<file path="config.mk">
export PLATFORM = sky130hd
export DESIGN_NAME = regfile_reader_flat
export DESIGN_NICKNAME = d
export VERILOG_FILES = /design/src/rtl/regfile_reader_if.sv /design/src/rtl/regfile_reader.sv /design/src/flat_wrapper.sv
export SDC_FILE = /design/constraint.sdc
export NUM_CORES = 1
export LEC_CHECK = 0
export CORE_MARGIN = 4
export CORE_UTILIZATION = 45
export CTS_BUF_LIST = sky130_fd_sc_hd__clkbuf_8
export CTS_CLUSTER_SIZE = 16
export DETAILED_ROUTE_END_ITERATION = 8
export PLACE_DENSITY = 0.87
export SKIP_CTS_REPAIR_TIMING = 1
export SYNTH_ARGS = -nofsm -noshare
export SYNTH_HDL_FRONTEND = slang
export SYNTH_SLANG_ARGS = --single-unit
export TNS_END_PERCENT = 1
</file>
<file path="constraint.sdc">
create_clock -name clk -period 4.6 [get_ports clk]
set_input_delay 0.69 -clock clk [delete_from_list [all_inputs] [get_ports clk]]
set_output_delay 0.69 -clock clk [all_outputs]
set_load 0.03 [all_outputs]
</file>
<file path="src/rtl/regfile_reader_if.sv">
// Register-file read port plus the tagged word stream produced by regfile_reader.
// master: the sequencer (drives rd_addr and the out_* stream).
// slave:  register file / downstream consumer side.
interface regfile_reader_if #(
  parameter int ADDR_W = 4,
  parameter int DATA_W = 16
);
  logic [ADDR_W-1:0] rd_addr;
  logic [DATA_W-1:0] rd_data;
  logic [DATA_W-1:0] out_data;
  logic [ADDR_W-1:0] out_addr;
  logic              out_valid;
  logic              out_ready;

  modport master (
    output rd_addr,
    input  rd_data,
    output out_data,
    output out_addr,
    output out_valid,
    input  out_ready
  );

  modport slave (
    input  rd_addr,
    output rd_data,
    input  out_data,
    input  out_addr,
    input  out_valid,
    output out_ready
  );
endinterface

</file>
<file path="src/rtl/regfile_reader.sv">
// Read-side scan sequencer for the 16x16 register file.
// Walks first_addr..last_addr (wrapping modulo 16), capturing each word at its
// LOAD cycle and presenting it as a valid/ready stream tagged with its index.
// Optional: define REGFILE_READER_CHECKSUM_EN to add a running modulo-2^DATA_W
// checksum of every transferred word of the current scan.
//
// state | meaning
// IDLE  | waiting for start; rd_addr ignored by the port mux
// LOAD  | rd_addr = counter; capture rd_data/counter at the edge
// HOLD  | out_valid high, word held until out_ready
// FIN   | done pulse for one cycle, then IDLE
module regfile_reader #(
  parameter int ADDR_W = 4,
  parameter int DATA_W = 16
) (
  input  logic                  clk,
  input  logic                  reset,
  input  logic                  start,
  input  logic [ADDR_W-1:0]     first_addr,
  input  logic [ADDR_W-1:0]     last_addr,
  regfile_reader_if.master      bus,
  output logic                  busy,
  output logic                  done
`ifdef REGFILE_READER_CHECKSUM_EN
  ,
  output logic [DATA_W-1:0]     checksum
`endif
);

  typedef enum logic [1:0] {IDLE, LOAD, HOLD, FIN} state_t;

  state_t            state;
  logic [ADDR_W-1:0] addrCnt;
  logic [ADDR_W-1:0] endAddr;

  // The read port always follows the counter; outside a scan the mux ignores it.
  assign bus.rd_addr = addrCnt;

  // Scan sequencer with registered stream and status outputs.
  always_ff @(posedge clk) begin
    if (reset) begin
      state         <= IDLE;
      addrCnt       <= '0;
      endAddr       <= '0;
      bus.out_data  <= '0;
      bus.out_addr  <= '0;
      bus.out_valid <= 1'b0;
      busy          <= 1'b0;
      done          <= 1'b0;
    end else begin
      case (state)
        IDLE: begin
          if (start) begin
            addrCnt <= first_addr;
            endAddr <= last_addr;
            busy    <= 1'b1;
            state   <= LOAD;
          end
        end
        LOAD: begin
          bus.out_data  <= bus.rd_data;
          bus.out_addr  <= addrCnt;
          bus.out_valid <= 1'b1;
          state         <= HOLD;
        end
        HOLD: begin
          if (bus.out_ready) begin
            bus.out_valid <= 1'b0;
            if (addrCnt == endAddr) begin
              done  <= 1'b1;
              state <= FIN;
            end else begin
              addrCnt <= addrCnt + ADDR_W'(1);
              state   <= LOAD;
            end
          end
        end
        FIN: begin
          done  <= 1'b0;
          busy  <= 1'b0;
          state <= IDLE;
        end
        default: state <= IDLE;
      endcase
    end
  end

`ifdef REGFILE_READER_CHECKSUM_EN
  // Running sum of transferred words; cleared on accepted start, held after the scan.
  always_ff @(posedge clk) begin
    if (reset) begin
      checksum <= '0;
    end else if (state == IDLE && start) begin
      checksum <= '0;
    end else if (state == HOLD && bus.out_ready) begin
      checksum <= checksum + bus.out_data;
    end
  end
`endif

endmodule

</file>
<file path="src/flat_wrapper.sv">
// flat-port wrapper written by rule: the top's interface ports become plain ports
module regfile_reader_flat 
#(
  parameter int ADDR_W = 4,
  parameter int DATA_W = 16
)
  (clk, reset, start, first_addr, last_addr, busy, done, bus_rd_addr, bus_rd_data, bus_out_data, bus_out_addr, bus_out_valid, bus_out_ready);
  regfile_reader_if #(.ADDR_W(ADDR_W), .DATA_W(DATA_W)) bus_i ();
  input  logic clk;
  input  logic reset;
  input  logic start;
  input  logic [ADDR_W-1:0] first_addr;
  input  logic [ADDR_W-1:0] last_addr;
  output logic busy;
  output logic done;
  output wire logic [$bits(bus_i.rd_addr)-1:0] bus_rd_addr;
  input wire logic [$bits(bus_i.rd_data)-1:0] bus_rd_data;
  output wire logic [$bits(bus_i.out_data)-1:0] bus_out_data;
  output wire logic [$bits(bus_i.out_addr)-1:0] bus_out_addr;
  output wire logic [$bits(bus_i.out_valid)-1:0] bus_out_valid;
  input wire logic [$bits(bus_i.out_ready)-1:0] bus_out_ready;
  assign bus_rd_addr = bus_i.rd_addr;
  assign bus_i.rd_data = bus_rd_data;
  assign bus_out_data = bus_i.out_data;
  assign bus_out_addr = bus_i.out_addr;
  assign bus_out_valid = bus_i.out_valid;
  assign bus_i.out_ready = bus_out_ready;
  regfile_reader #(.ADDR_W(ADDR_W), .DATA_W(DATA_W)) u_core (.clk(clk), .reset(reset), .start(start), .first_addr(first_addr), .last_addr(last_addr), .bus(bus_i), .busy(busy), .done(done));
endmodule
</file>
Close-up of the layout:
Region (38, 6) to (58, 26) µm. Cells in gray, sequential cells in the stronger gray; small squares are vias.
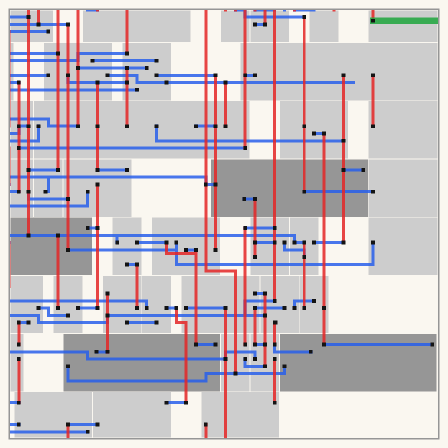
layer	color
met2	red
met3	green
met1	blue
cells with their middle in the window	37
netlist names of flops here include	u_core.endAddr (4)
sequential cells in the window	4
most frequent	nand2_1 (9), clkdlybuf4s50_1 (8), a21oi_1 (5)

Track usage over the die:
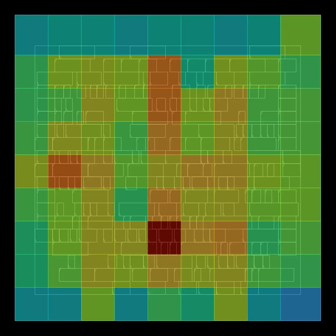
Tot GR Track Use: 16.7%
Top Usage Layer GRT: met2
met1 usage: 19.3%
Final Core Density: 70.3%
GRT met3 Usage: 8.70%

Clock network drawn from the DEF:
Drawn at 4 px/µm.
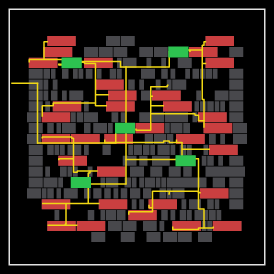
[cells driving clock nets] green | count: 5
[flip-flops] red | count: 33
[clock wires] yellow | length: 418 µm
routed clock nets	6
flops lie	widely spread
clock skew: 0.00989 ns
clock power share: 29.4%

==> flow_metrics.py <==
# Metrics from the implementation run
metrics = {
    "outcome": {
        "status": "completed",
    },
    "die": {
        "fp_util_pct": 48.6,
        "core_um2": 2850,
        "num_io_pins": 55,
        "tapCellCount": 31,
        "die_x_um": 63.5,
        "chipArea_um2": 4040,
    },
    "logic_synthesis": {
        "xor_share_pct": 3.88,
        "synthTopCellsByArea": "dfxtp_1 48%, nand2_1 14%, a21oi_1 10%",
        "ys_seq_share_pct": 47.6,
        "synth-edff-count": 0,
        "mux_area_share_pct": 0,
        "synth_cells": 170,
        "synthDistinctLibCells": 33,
        "compound_area_share_pct": 20.0,
        "synth_nets": 199,
        "synth.most_common_cell": "nand2_1",
        "yosys_area_um2": 1390,
        "top_area_cell": "dfxtp_1",
        "synth_top_area_share_pct": 47.6,
        "postSynthAreaPerCell_um2": 8.16,
        "top_cells_by_count": "53 x nand2_1, 33 x dfxtp_1, 29 x a21oi_1, 10 x nor2_1, 9 x clkbuf_1",
    },
    "critical_path": {
        "critical_path_class": "primary input to flip-flop",
        "r2r-end": "u_core.bus.rd_addr[1]",
        "r2r_slack_ns": 2.89,
        "r2r-start": "u_core.bus.rd_addr[2]",
        "setup.worst_path.start_class": "primary input",
        "critPathSlowestCell": "clkdlybuf4s50_1",
        "crit_chain": "clkdlybuf4s50_1 > inv_1 > o2111ai_1 > o41ai_2",
    },
    "timing": {
        "rsz0062_at_grt": "no",
        "totalNegativeSetupSlack_ns": 0,
        "drv_slew": 0,
        "finalCritPeriodShare_pct": 51.3,
        "fmax_mhz": 423,
    },
    "clock_network": {
        "clk_latency_ns": 0.29,
        "cts_tree": "built",
        "clock-sinks": 33,
        "htree_levels": 2,
    },
    "pwr": {
        "leakage_uw": 0.000747,
        "pg_clk_uw": 200,
        "p_int_uw": 477,
        "power.total_uw": 679,
        "power.switching_uw": 202,
        "seq_power_uw": 324,
        "seqPwrFrac_pct": 47.6,
    },
    "cells_and_area": {
        "seq_share_pct": 33.0,
        "comb_share_pct": 33.4,
        "nonClkBufAreaFrac_pct": 27.3,
        "n_antenna_cell": 0,
        "seq_area_um2": 661,
        "lay_top_cells": "54 x clkdlybuf4s50_1, 53 x nand2_1, 33 x dfxtp_1",
        "largest_reg_flops": 16,
        "syn_to_final_growth_pct": 44.5,
        "flops": 33,
        "lay_top_count": "clkdlybuf4s50_1",
        "final_area_um2": 2000,
        "signal_buffers": 55,
        "nets": 250,
        "drive_gt1_share_pct": 4.95,
    },
    "worst_hold_path": {
        "min-delay-start": "u_core.bus.out_data[6]",
        "hold_path.class": "flip-flop to flip-flop",
        "holdPathStages": 2,
    },
    "placement": {
        "placed_cell_area_um2": 1920,
        "pre_cts_slack_ns": 1.99,
    },
    "route": {
        "top_layer": "met4",
        "wire_per_inst_um": 12.7,
        "met1_length_mm": 1.48,
        "drtIter0Drc": 69,
        "drc_errors": 0,
        "first_pass_iters": 4,
        "viasPerCell": 5.03,
    },
    "grt": {
        "met2_usage_pct": 25.8,
        "first_global_vias": 1204,
        "antenna_found_initial": 0,
    },
}
Power is estimated from default activity; no workload was simulated.
